## config.mk

```make
export PLATFORM = sky130hd
export DESIGN_NAME = code_arb_flat
export DESIGN_NICKNAME = d
export VERILOG_FILES = /design/src/rtl/code_arb_if.sv /design/src/rtl/code_arb.sv /design/src/flat_wrapper.sv
export SDC_FILE = /design/constraint.sdc
export NUM_CORES = 1
export LEC_CHECK = 0
export CAP_MARGIN = 20
export CELL_PAD_IN_SITES_DETAIL_PLACEMENT = 1
export CELL_PAD_IN_SITES_GLOBAL_PLACEMENT = 1
export CORE_MARGIN = 1.5
export CORE_UTILIZATION = 16
export CTS_BUF_LIST = sky130_fd_sc_hd__clkbuf_4 sky130_fd_sc_hd__clkbuf_8 sky130_fd_sc_hd__clkbuf_16
export CTS_CLUSTER_DIAMETER = 30
export CTS_CLUSTER_SIZE = 28
export DETAILED_ROUTE_END_ITERATION = 7
export PLACE_DENSITY_LB_ADDON = 0.1
export SYNTH_ARGS = -nofsm -noshare
export SYNTH_HDL_FRONTEND = slang
export SYNTH_SLANG_ARGS = --single-unit
```

## constraint.sdc

```tcl
create_clock -name clk -period 1.7 [get_ports clk]
set_input_delay 0.255 -clock clk [delete_from_list [all_inputs] [get_ports clk]]
set_output_delay 0.255 -clock clk [all_outputs]
set_load 0.02 [all_outputs]
```

## src/rtl/code_arb_if.sv

```systemverilog
// code_arb_if: cache-fill, data-load and memory-side signals of the code-memory arbiter
interface code_arb_if #(parameter int ADDRLEN = 24);
    logic                c_rd;
    logic [ADDRLEN-3:0]  c_addr;
    logic                c_valid;
    logic                d_rd;
    logic [ADDRLEN-3:0]  d_addr;
    logic                d_valid;
    logic [31:0]         rdata;
    logic                m_rd;
    logic [ADDRLEN-3:0]  m_addr;
    logic                m_valid;
    logic [31:0]         m_data;
    modport master (
        input  c_rd, c_addr, d_rd, d_addr, m_valid, m_data,
        output c_valid, d_valid, rdata, m_rd, m_addr
    );
    modport slave (
        output c_rd, c_addr, d_rd, d_addr, m_valid, m_data,
        input  c_valid, d_valid, rdata, m_rd, m_addr
    );
endinterface

```

## src/rtl/code_arb.sv

```systemverilog
// code_arb: burst-locking round-robin arbiter for the shared code-memory port with response timeout
module code_arb #(
    parameter int ADDRLEN = 24,
    parameter int TMO     = 255
) (
    input  logic       clk,
    input  logic       rstn,
    input  logic       en,
    code_arb_if.master bus,
    output logic       busy,
    output logic       err,
    output logic       err_port,
    input  logic       err_clr
);
    typedef enum logic [1:0] {IDLE, GNT_C, GNT_D, ABORT} state_t;
    localparam logic [7:0] TMO8 = 8'(TMO);
    state_t     state, state_nx;
    logic       lg, hold, d_req, grant, pick_d, tmo;
    logic [7:0] cnt, cnt_nx;
    always_comb begin
        d_req       = bus.d_rd & ~hold;
        grant       = state == IDLE && en && (bus.c_rd || d_req);
        pick_d      = d_req && (!bus.c_rd || !lg);
        bus.m_rd    = state == GNT_C ? bus.c_rd : state == GNT_D;
        bus.m_addr  = state == GNT_C ? bus.c_addr : state == GNT_D ? bus.d_addr : '0;
        bus.c_valid = state == GNT_C ? bus.m_valid & bus.c_rd : state == ABORT && !lg;
        bus.d_valid = state == GNT_D ? bus.m_valid : state == ABORT && lg;
        bus.rdata   = state == ABORT ? '1 : (state == GNT_C || state == GNT_D) ? bus.m_data : '0;
        // abort on the cycle the counter would reach zero, so ABORT lands exactly TMO cycles after m_rd rises
        tmo         = bus.m_rd && !bus.m_valid && cnt == 8'd1;
        cnt_nx      = (grant || bus.m_valid) ? TMO8 : bus.m_rd ? cnt - 8'd1 : cnt;
        state_nx    = state == IDLE  ? (grant ? (pick_d ? GNT_D : GNT_C) : IDLE) :
                      state == GNT_C ? (!bus.c_rd ? IDLE : tmo ? ABORT : GNT_C) :
                      state == GNT_D ? (bus.m_valid ? IDLE : tmo ? ABORT : GNT_D) :
                      IDLE;
        busy        = state != IDLE;
    end
    always_ff @(posedge clk or negedge rstn)
        if (!rstn) begin
            state    <= IDLE;
            cnt      <= TMO8;
            lg       <= 1'b0;
            hold     <= 1'b0;
            err      <= 1'b0;
            err_port <= 1'b0;
        end else begin
            state    <= state_nx;
            cnt      <= cnt_nx;
            lg       <= grant ? pick_d : lg;
            hold     <= bus.d_valid;
            err      <= state == ABORT ? 1'b1 : err_clr ? 1'b0 : err;
            err_port <= state == ABORT ? lg : err_port;
        end
endmodule

```

## src/flat_wrapper.sv

```systemverilog
// flat-port wrapper written by rule: the top's interface ports become plain ports
module code_arb_flat 
#(
    parameter int ADDRLEN = 24,
    parameter int TMO     = 255
)
  (clk, rstn, en, busy, err, err_port, err_clr, bus_c_rd, bus_c_addr, bus_d_rd, bus_d_addr, bus_m_valid, bus_m_data, bus_c_valid, bus_d_valid, bus_rdata, bus_m_rd, bus_m_addr);
  code_arb_if #(.ADDRLEN(ADDRLEN)) bus_i ();
  input  logic clk;
  input  logic rstn;
  input  logic en;
  output logic busy;
  output logic err;
  output logic err_port;
  input  logic err_clr;
  input wire logic [$bits(bus_i.c_rd)-1:0] bus_c_rd;
  input wire logic [$bits(bus_i.c_addr)-1:0] bus_c_addr;
  input wire logic [$bits(bus_i.d_rd)-1:0] bus_d_rd;
  input wire logic [$bits(bus_i.d_addr)-1:0] bus_d_addr;
  input wire logic [$bits(bus_i.m_valid)-1:0] bus_m_valid;
  input wire logic [$bits(bus_i.m_data)-1:0] bus_m_data;
  output wire logic [$bits(bus_i.c_valid)-1:0] bus_c_valid;
  output wire logic [$bits(bus_i.d_valid)-1:0] bus_d_valid;
  output wire logic [$bits(bus_i.rdata)-1:0] bus_rdata;
  output wire logic [$bits(bus_i.m_rd)-1:0] bus_m_rd;
  output wire logic [$bits(bus_i.m_addr)-1:0] bus_m_addr;
  assign bus_i.c_rd = bus_c_rd;
  assign bus_i.c_addr = bus_c_addr;
  assign bus_i.d_rd = bus_d_rd;
  assign bus_i.d_addr = bus_d_addr;
  assign bus_i.m_valid = bus_m_valid;
  assign bus_i.m_data = bus_m_data;
  assign bus_c_valid = bus_i.c_valid;
  assign bus_d_valid = bus_i.d_valid;
  assign bus_rdata = bus_i.rdata;
  assign bus_m_rd = bus_i.m_rd;
  assign bus_m_addr = bus_i.m_addr;
  code_arb #(.ADDRLEN(ADDRLEN), .TMO(TMO)) u_core (.clk(clk), .rstn(rstn), .en(en), .bus(bus_i), .busy(busy), .err(err), .err_port(err_port), .err_clr(err_clr));
endmodule
```

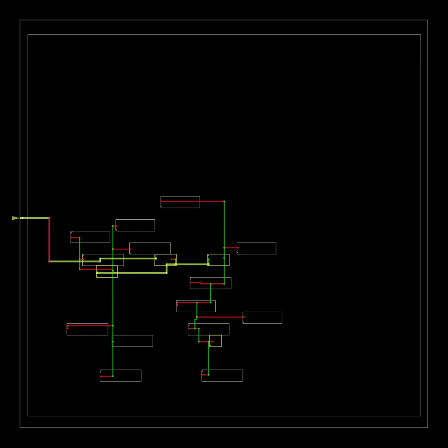
Figure 1: clock routing.
clock buffer count in the final layout: 4
Setup Skew: 0.00732 ns

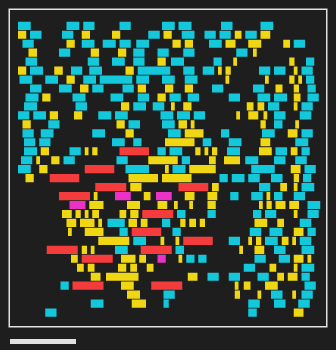
Figure 2: cells coloured by class.
The bar under the picture is 20 um long.
- clock drivers and dummy loads: magenta (cells 4)
- flops: red (cells 14)
- other buffers and delay cells: cyan (cells 175)
- combinational and other logic: yellow (cells 160)

==> qor_table.md <==
| Group | Result | Value |
|---|---|---|
| pwr | Final Power | 3010 uW |
| synth | Mux area share | 0.00725 |
| pwr | P_clk | 306 uW |
| drt | Post-DR vias/cell | 4.39 |
| synth | Cell types with the largest area share after synthesis | a21o_1 (18%), dfstp_2 (15%), nand2_1 (12%) |
| floorplan | Die area | 9200 sq um |
| cells and area | Design Area, Final | 3550 sq um |
| cells and area | Multi-input gate count | 149 |
| placed design | Placement-stage worst setup slack | -0.390 ns |
| outcome | Status | complete, but fails checks |
| drt | First drt pass iteration count | 4 |
| sta | Setup violations, final | 61 |
| sta | Worst setup slack after layout | -0.105 ns |
| clock network | Num CTS Buffers | 3 |
| grt | GR peak layer | met2 |
| cells and area | Biggest registers after layout | u_core.cnt x8, u_core.state x2 |
| synth | Leading cell type by number of instances after synthesis | nand2_1 |
| floorplan | Floorplan Core Area | 8300 sq um |
| outcome | Violated checks | negative setup slack |
| grt | Met3 demand-to-capacity share in global routing | 0.0450 |
| sta | Total count of max-transition violations in the final report | 0 |
Power figures rest on the tool's default switching activity, not on a simulated workload.
